io_fan.png
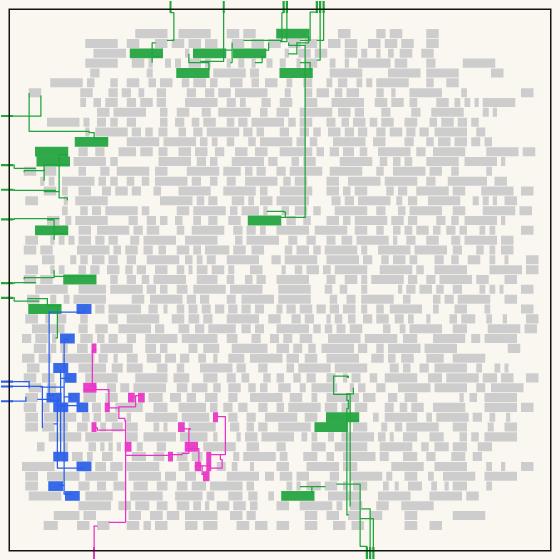
placement_by_type.png
Scale bar: 50 um.
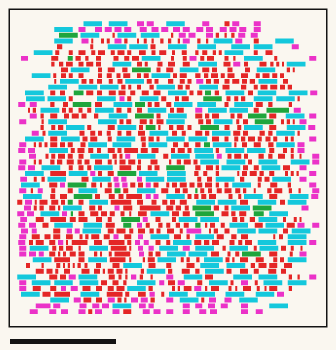
<file path="src/rtl/rs_bank.sv">
// Reservation-station bank: issue writes, CDB snoop with issue-cycle bypass,
// lowest-index dispatch through a registered FU slot that holds while the FU stalls.
module rs_bank #(
  parameter int n     = 2,
  parameter int TAG_W = 3,
  parameter int OP_W  = 4
) (
  input  logic             clk,
  input  logic             rst_n,
  input  logic             flush,
  input  logic [n:0]       RS_ld_busy,
  input  logic [n:0]       RS_issue_ld_Vj,
  input  logic [n:0]       RS_issue_ld_Vk,
  input  logic [n:0]       RS_issue_ld_Qj,
  input  logic [n:0]       RS_issue_ld_Qk,
  input  logic [OP_W-1:0]  issue_op,
  input  logic [TAG_W-1:0] issue_dest,
  input  logic [15:0]      issue_Vj,
  input  logic [15:0]      issue_Vk,
  input  logic [TAG_W-1:0] issue_Qj,
  input  logic [TAG_W-1:0] issue_Qk,
  input  logic             cdb_valid,
  input  logic [TAG_W-1:0] cdb_tag,
  input  logic [15:0]      cdb_data,
  output logic             fu_valid,
  input  logic             fu_ready,
  output logic [OP_W-1:0]  fu_op,
  output logic [15:0]      fu_Vj,
  output logic [15:0]      fu_Vk,
  output logic [TAG_W-1:0] fu_dest,
  output logic [n:0]       busy,
  output logic             rs_full
);

  logic [n:0]       busy_q, busy_d, qj_pend_q, qj_pend_d, qk_pend_q, qk_pend_d;
  logic [OP_W-1:0]  op_q [0:n];
  logic [OP_W-1:0]  op_d [0:n];
  logic [TAG_W-1:0] dest_q [0:n];
  logic [TAG_W-1:0] dest_d [0:n];
  logic [TAG_W-1:0] qj_q [0:n];
  logic [TAG_W-1:0] qj_d [0:n];
  logic [TAG_W-1:0] qk_q [0:n];
  logic [TAG_W-1:0] qk_d [0:n];
  logic [15:0]      vj_q [0:n];
  logic [15:0]      vj_d [0:n];
  logic [15:0]      vk_q [0:n];
  logic [15:0]      vk_d [0:n];

  logic             fu_valid_q, fu_valid_d;
  logic [OP_W-1:0]  fu_op_q, fu_op_d;
  logic [15:0]      fu_vj_q, fu_vj_d, fu_vk_q, fu_vk_d;
  logic [TAG_W-1:0] fu_dest_q, fu_dest_d;

  logic [n:0] ready, grant, freed;
  logic       slot_open;

  always_comb begin
    ready     = busy_q & ~qj_pend_q & ~qk_pend_q;
    grant     = ready & (~ready + {{n{1'b0}}, 1'b1});
    slot_open = !fu_valid_q || fu_ready;
    freed     = slot_open ? grant : '0;

    busy_d    = busy_q;
    qj_pend_d = qj_pend_q;
    qk_pend_d = qk_pend_q;
    op_d      = op_q;
    dest_d    = dest_q;
    qj_d      = qj_q;
    qk_d      = qk_q;
    vj_d      = vj_q;
    vk_d      = vk_q;

    fu_valid_d = fu_valid_q;
    fu_op_d    = fu_op_q;
    fu_vj_d    = fu_vj_q;
    fu_vk_d    = fu_vk_q;
    fu_dest_d  = fu_dest_q;

    if (slot_open) begin
      fu_valid_d = |ready;
      for (int i = 0; i <= n; i++) begin
        if (grant[i]) begin
          fu_op_d   = op_q[i];
          fu_vj_d   = vj_q[i];
          fu_vk_d   = vk_q[i];
          fu_dest_d = dest_q[i];
        end
      end
    end

    for (int i = 0; i <= n; i++) begin
      if (cdb_valid && busy_q[i] && qj_pend_q[i] && qj_q[i] == cdb_tag) begin
        vj_d[i]      = cdb_data;
        qj_pend_d[i] = 1'b0;
      end
      if (cdb_valid && busy_q[i] && qk_pend_q[i] && qk_q[i] == cdb_tag) begin
        vk_d[i]      = cdb_data;
        qk_pend_d[i] = 1'b0;
      end
      if (freed[i]) busy_d[i] = 1'b0;

      // A slot being dispatched this edge may be refilled on the same edge.
      if (RS_ld_busy[i] && (!busy_q[i] || freed[i])) begin
        busy_d[i] = 1'b1;
        op_d[i]   = issue_op;
        dest_d[i] = issue_dest;
        if (RS_issue_ld_Qj[i]) begin
          if (cdb_valid && issue_Qj == cdb_tag) begin
            vj_d[i]      = cdb_data;
            qj_pend_d[i] = 1'b0;
          end else begin
            qj_d[i]      = issue_Qj;
            qj_pend_d[i] = 1'b1;
          end
        end else if (RS_issue_ld_Vj[i]) begin
          vj_d[i]      = issue_Vj;
          qj_pend_d[i] = 1'b0;
        end
        if (RS_issue_ld_Qk[i]) begin
          if (cdb_valid && issue_Qk == cdb_tag) begin
            vk_d[i]      = cdb_data;
            qk_pend_d[i] = 1'b0;
          end else begin
            qk_d[i]      = issue_Qk;
            qk_pend_d[i] = 1'b1;
          end
        end else if (RS_issue_ld_Vk[i]) begin
          vk_d[i]      = issue_Vk;
          qk_pend_d[i] = 1'b0;
        end
      end
    end

    if (flush) begin
      busy_d     = '0;
      qj_pend_d  = '0;
      qk_pend_d  = '0;
      fu_valid_d = 1'b0;
    end
  end

  always_ff @(posedge clk or negedge rst_n) begin
    if (!rst_n) begin
      busy_q     <= '0;
      qj_pend_q  <= '0;
      qk_pend_q  <= '0;
      fu_valid_q <= 1'b0;
      fu_op_q    <= '0;
      fu_vj_q    <= '0;
      fu_vk_q    <= '0;
      fu_dest_q  <= '0;
      for (int i = 0; i <= n; i++) begin
        op_q[i]   <= '0;
        dest_q[i] <= '0;
        qj_q[i]   <= '0;
        qk_q[i]   <= '0;
        vj_q[i]   <= '0;
        vk_q[i]   <= '0;
      end
    end else begin
      busy_q     <= busy_d;
      qj_pend_q  <= qj_pend_d;
      qk_pend_q  <= qk_pend_d;
      fu_valid_q <= fu_valid_d;
      fu_op_q    <= fu_op_d;
      fu_vj_q    <= fu_vj_d;
      fu_vk_q    <= fu_vk_d;
      fu_dest_q  <= fu_dest_d;
      op_q       <= op_d;
      dest_q     <= dest_d;
      qj_q       <= qj_d;
      qk_q       <= qk_d;
      vj_q       <= vj_d;
      vk_q       <= vk_d;
    end
  end

  assign fu_valid = fu_valid_q;
  assign fu_op    = fu_op_q;
  assign fu_Vj    = fu_vj_q;
  assign fu_Vk    = fu_vk_q;
  assign fu_dest  = fu_dest_q;
  assign busy     = busy_q;
  assign rs_full  = &busy_q;

endmodule

</file>
<file path="config.mk">
export PLATFORM = sky130hd
export DESIGN_NAME = rs_bank
export DESIGN_NICKNAME = d
export VERILOG_FILES = /design/src/rtl/rs_bank.sv
export SDC_FILE = /design/constraint.sdc
export NUM_CORES = 1
export LEC_CHECK = 0
export CAP_MARGIN = 20
export CELL_PAD_IN_SITES_DETAIL_PLACEMENT = 1
export CELL_PAD_IN_SITES_GLOBAL_PLACEMENT = 1
export CORE_MARGIN = 3
export CORE_UTILIZATION = 48
export CTS_CLUSTER_SIZE = 30
export DETAILED_ROUTE_END_ITERATION = 8
export GPL_ROUTABILITY_DRIVEN = 0
export PLACE_DENSITY = 0.85
export SLEW_MARGIN = 10
export SYNTH_ARGS = -nofsm -noshare
export SYNTH_HDL_FRONTEND = slang
export SYNTH_SLANG_ARGS = --single-unit
</file>
<file path="constraint.sdc">
create_clock -name clk -period 3.9 [get_ports clk]
set_input_delay 0.78 -clock clk [delete_from_list [all_inputs] [get_ports clk]]
set_output_delay 0.78 -clock clk [all_outputs]
set_load 0.01 [all_outputs]
</file>
==> flow_summary_export.csv <==
group,metric,value,unit
setup_path,worst-path-stages,5,
cells_and_area,n_fill_cell,2092,
place,dp_cells,1256,
sta,grt_setup_unrepaired,"no",
synthesis,synthesis.yosys.warnings,0,
setup_path,reg2reg_setup_slack,1.05,ns
setup_path,worstReg2RegEnd,"fu_Vj[3]",
sta,period_needed,2.97,ns
synthesis,nets_in_the_synthesized_netlist,1007,
power,areal_power_density_over_the_cells,515,mW/mm^2
synthesis,post_synth_instance_area,0.00986,mm^2
power,clockPowerShare,28.2,%
routing,drt_iter0_markers,958,
routing,number_of_iterations_in_the_first_detailed_routing_pass,6,
setup_path,critical_path.max_stage_delay,0.81,ns
cells_and_area,nets,1094,
die,die_w,149,um
routing,drt_drc_violations_left,0,
synthesis,asyncSetResetFlopFracSynth,100,%
place,post_dp_cell_area,0.0114,mm^2
routing,postRouteWirelength,35500,um
sta,final_hold_viol_count,0,
sta,highest_clock_rate,0.337,GHz
setup_path,critical_path_arrival,3.24,ns
power,swShare,32.8,%
place,placement.setup.worst_slack,0.586,ns
place,dp.final_hpwl,21800,um
cells_and_area,antenna_cells,0,
clock_tree,clk_root_buffer_cell,"clkbuf_16",
sta,worst_pin_slew,0.830,ns
global_route,antenna_found_initial,0,
global_route,grt_pass1_wl,54800,um
setup_path,worstRegToRegCells,5,
die,fp.coreArea,0.0198,mm^2
sta,post-route-worst-setup-slack,0.935,ns
sta,fin_crit_sh,76.0,%
clock_tree,cts_tree,"done",
global_route,globalRoute.totalOverflow,0,
run,tool_warnings,28,
setup_path,rr_startpoint,"busy[2]",
setup_path,crit_path_max_fanout,16,
clock_tree,hold_buffers,0,
setup_path,worst_setup_path_start_kind,"input port",
clock_tree,cts_resized,0,
cells_and_area,syn2layout_area_growth,21.3,%
min_path,timing.hold.worst.class,"input port to async pin",
setup_path,crit_chain,"clkdlybuf4s50_1 -> xor2_1 -> nor4_4 -> o211a_1 -> o22ai_1",
setup_path,crit_path_buffers_inverters,1,
clock_tree,cts.htree.levels,4,
synthesis,ys_seq_elements,184,
synthesis,synth.yosys.num_cells,923,
setup_path,worst_setup_path_startpoint,"cdb_tag[2]",
setup_path,crit_slowest_cell,"clkdlybuf4s50_1",
clock_tree,max-clock-path-buffers,2,
die,fp_util,49.7,%
synthesis,yosysUniqueCellTypes,48,
routing,detail-route-antenna-nets,0,
setup_path,cp_data_required_time,4.17,ns
clock_tree,clock_insertion_delay_worst_skew,0.44,ns
setup_path,endpoint_kind,"flop",
clock_tree,cts_post_setup_buffers_inserted,0,
power,p_leak,4.59,nW
synthesis,ys_chip_area,0.00986,mm^2
global_route,first_global_vias,9473,
clock_tree,cts.clk_slew.worst_paths,0.07,ns
global_route,grt_max_degree,116,
synthesis,synth-edff-count,0,
power,design_power_total,6.16,mW
routing,via_per_inst,6.93,
synthesis,synth_area_per_cell,10.7,um^2
global_route,total_routing_resource_utilization_after_global_routing,31.9,%
setup_path,crit_family,"AND-OR/OR-AND gates",
sta,worst_clock_skew,0.0103,ns
cells_and_area,finish.cell_count_without_fillers,1287,
power,irDropWorstVdd,0.324,mV
cells_and_area,layout-drive-gt1-share,12.8,%
die,die_area,0.0223,mm^2
outcome,status,"complete, no violations",
die,floorplan.die.height,149,um
clock_tree,clock-sinks,184,
routing,routed_wire_length_per_instance,27.6,um
clock_tree,tritoncts.num_buffers,17,
sta,final_max_slew_viol_count,0,
power,internal_power,4.14,mW
sta,setup_violations,0,
power,power.share.combinational,28.1,%
synthesis,ys_seq_share,46.7,%
sta,timing.setup.tns,0,ns
run,max_cap_viol_count,0,
setup_path,critical_path_start_end_classification,"input port to flop",
routing,num_vias,8917,
power,power.sequential.fraction,43.6,%
sta,max_slew_margin,44.5,%
synthesis,synth-main-ff-cell,"dfrtp_1",
synthesis,synth_cells,923,
power,power.switching,2.02,mW
## Picture notes: io_fan.png
- green: `fu_Vk` (direction output; edge 7 north, 6 west, 3 south; end cells 16; buffers 16; wire 550 um)
- magenta: `cdb_valid` (direction input; edge south; end cells 15; buffers 1; wire 161 um)
- blue: `issue_Qk` (direction input; edge west; end cells 12; buffers 3; wire 189 um)
number of I/O port buffers: 127
total I/O pin count: 128

## Picture notes: placement_by_type.png
- cyan: sequential cells (cells 184)
- green: clock drivers and dummy loads (cells 31)
- magenta: remaining buffers and delay cells (cells 164)
- red: combinational and other logic (cells 643)
fin area: 0.0120 mm^2
register share of the cell area: 38.5%
row count: 51
fraction of the core area covered by cells at the end of the flow: 60.3%

[flip-flops by register name, indices dropped and copies added (netlist names), 4 cells and up]
name    flops
qk_q        9
dest_q      9
vj_q       48
fu_op       4
fu_Vj      16
vk_q       48
qj_q        9
fu_Vk      16
op_q       12
[through the flow]
step           util [%]  hold WS (ns)
6_report           60.3         0.285
4_1_cts            60.3         0.310
5_1_grt            60.3         0.317
2_1_floorplan         -         0.456
3_5_place_dp       57.3         0.471
3_3_place_gp       57.3         0.460
[power groups by stage]
stage / Combinational [mW] / Sequential [mW] / Clock, mW
after global routing: 1.86 / 2.73 / 1.83
final: 1.73 / 2.69 / 1.74
after floorplan: 0.858 / 2.68 / 0
after CTS: 1.72 / 2.67 / 1.75
after global placement: 1.62 / 2.66 / 0
after detailed placement: 1.69 / 2.70 / 0
[layout by cell type, fill, tap and decap left out, types with 4 or more instances in the layout]
master           count
mux2i_1             96
nand4_1              6
xor2_1              24
nand2_1             50
clkbuf_16           17
o21ai_1             10
a211oi_1            39
nor4_4              10
o211a_1              4
and3_1              40
inv_1                6
buf_4               35
dfrtp_1            184
mux2_2              38
clkbuf_8             4
nor2b_1              7
clkdlybuf4s50_1    126
a22oi_1             96
o21ai_0             68
o22ai_1             96
nor2_1               4
a21oi_1              7
nand3_1              7
[Yosys cell counts (10+ instances only)]
master      n  share of area, %
dfrtp_1   184                47
a22oi_1    96               7.3
mux2i_1    96               9.7
o22ai_1    96               6.1
o21ai_0    68               3.5
clkbuf_1   55               2.1
nand2_1    50               1.9
and3_1     40               2.5
a211oi_1   39               3.0
mux2_2     38               4.3
buf_2      24               1.2
xor2_1     24               2.1
nor4_4     10               2.2
o21ai_1    10              0.51
[worst max path at each step]
| stage | end | slack, ns |
|---|---|---|
| 2_1_floorplan | qj_q[3] | 1.48 |
| 3_3_place_gp | qj_q[2] | 0.66 |
| 3_5_place_dp | qj_q[1] | 0.59 |
| 4_1_cts | vk_q[14] | 0.98 |
| 5_1_grt | vk_q[14] | 0.79 |
| 6_report | vk_q[14] | 0.93 |
[cell families (layout without fill, tap and decap cells)]
| family | Yosys count | after routing | share of synthesized area, % |
|---|---|---|---|
| compound gates | 337 | 337 | 23.0 |
| flops | 184 | 184 | 46.7 |
| simple gates | 141 | 141 | 9.38 |
| mux | 135 | 135 | 14.2 |
| buf+inv | 102 | 201 | 4.62 |
| xor+xnor | 24 | 24 | 2.13 |
[layer usage]
| metal | part of all wire (%) | track usage, % | wire length [um] | vias to the layer above |
|---|---|---|---|---|
| li1 | - | - | - | 3724 |
| met1 | 40 | 41.7 | 14100 | 4504 |
| met2 | 48 | 52.4 | 17200 | 560 |
| met3 | 8.0 | 5.77 | 2850 | 129 |
| met4 | 4.0 | 13.7 | 1420 | 0 |
| met5 | 0 | 0 | 0 | - |
[layout make-up]
class                      instances  area (um^2)  share of cell area [%]
clock buffer                      23          488                    4.08
clock inverter                     8         90.1                   0.753
inverter                           6         22.5                   0.188
multi-input combinational        637         4850                    40.5
sequential                       184         4600                    38.5
tap                              265          332                    2.77
timing repair buffer             164         1580                    13.2
Power is estimated from default activity; no workload was simulated.
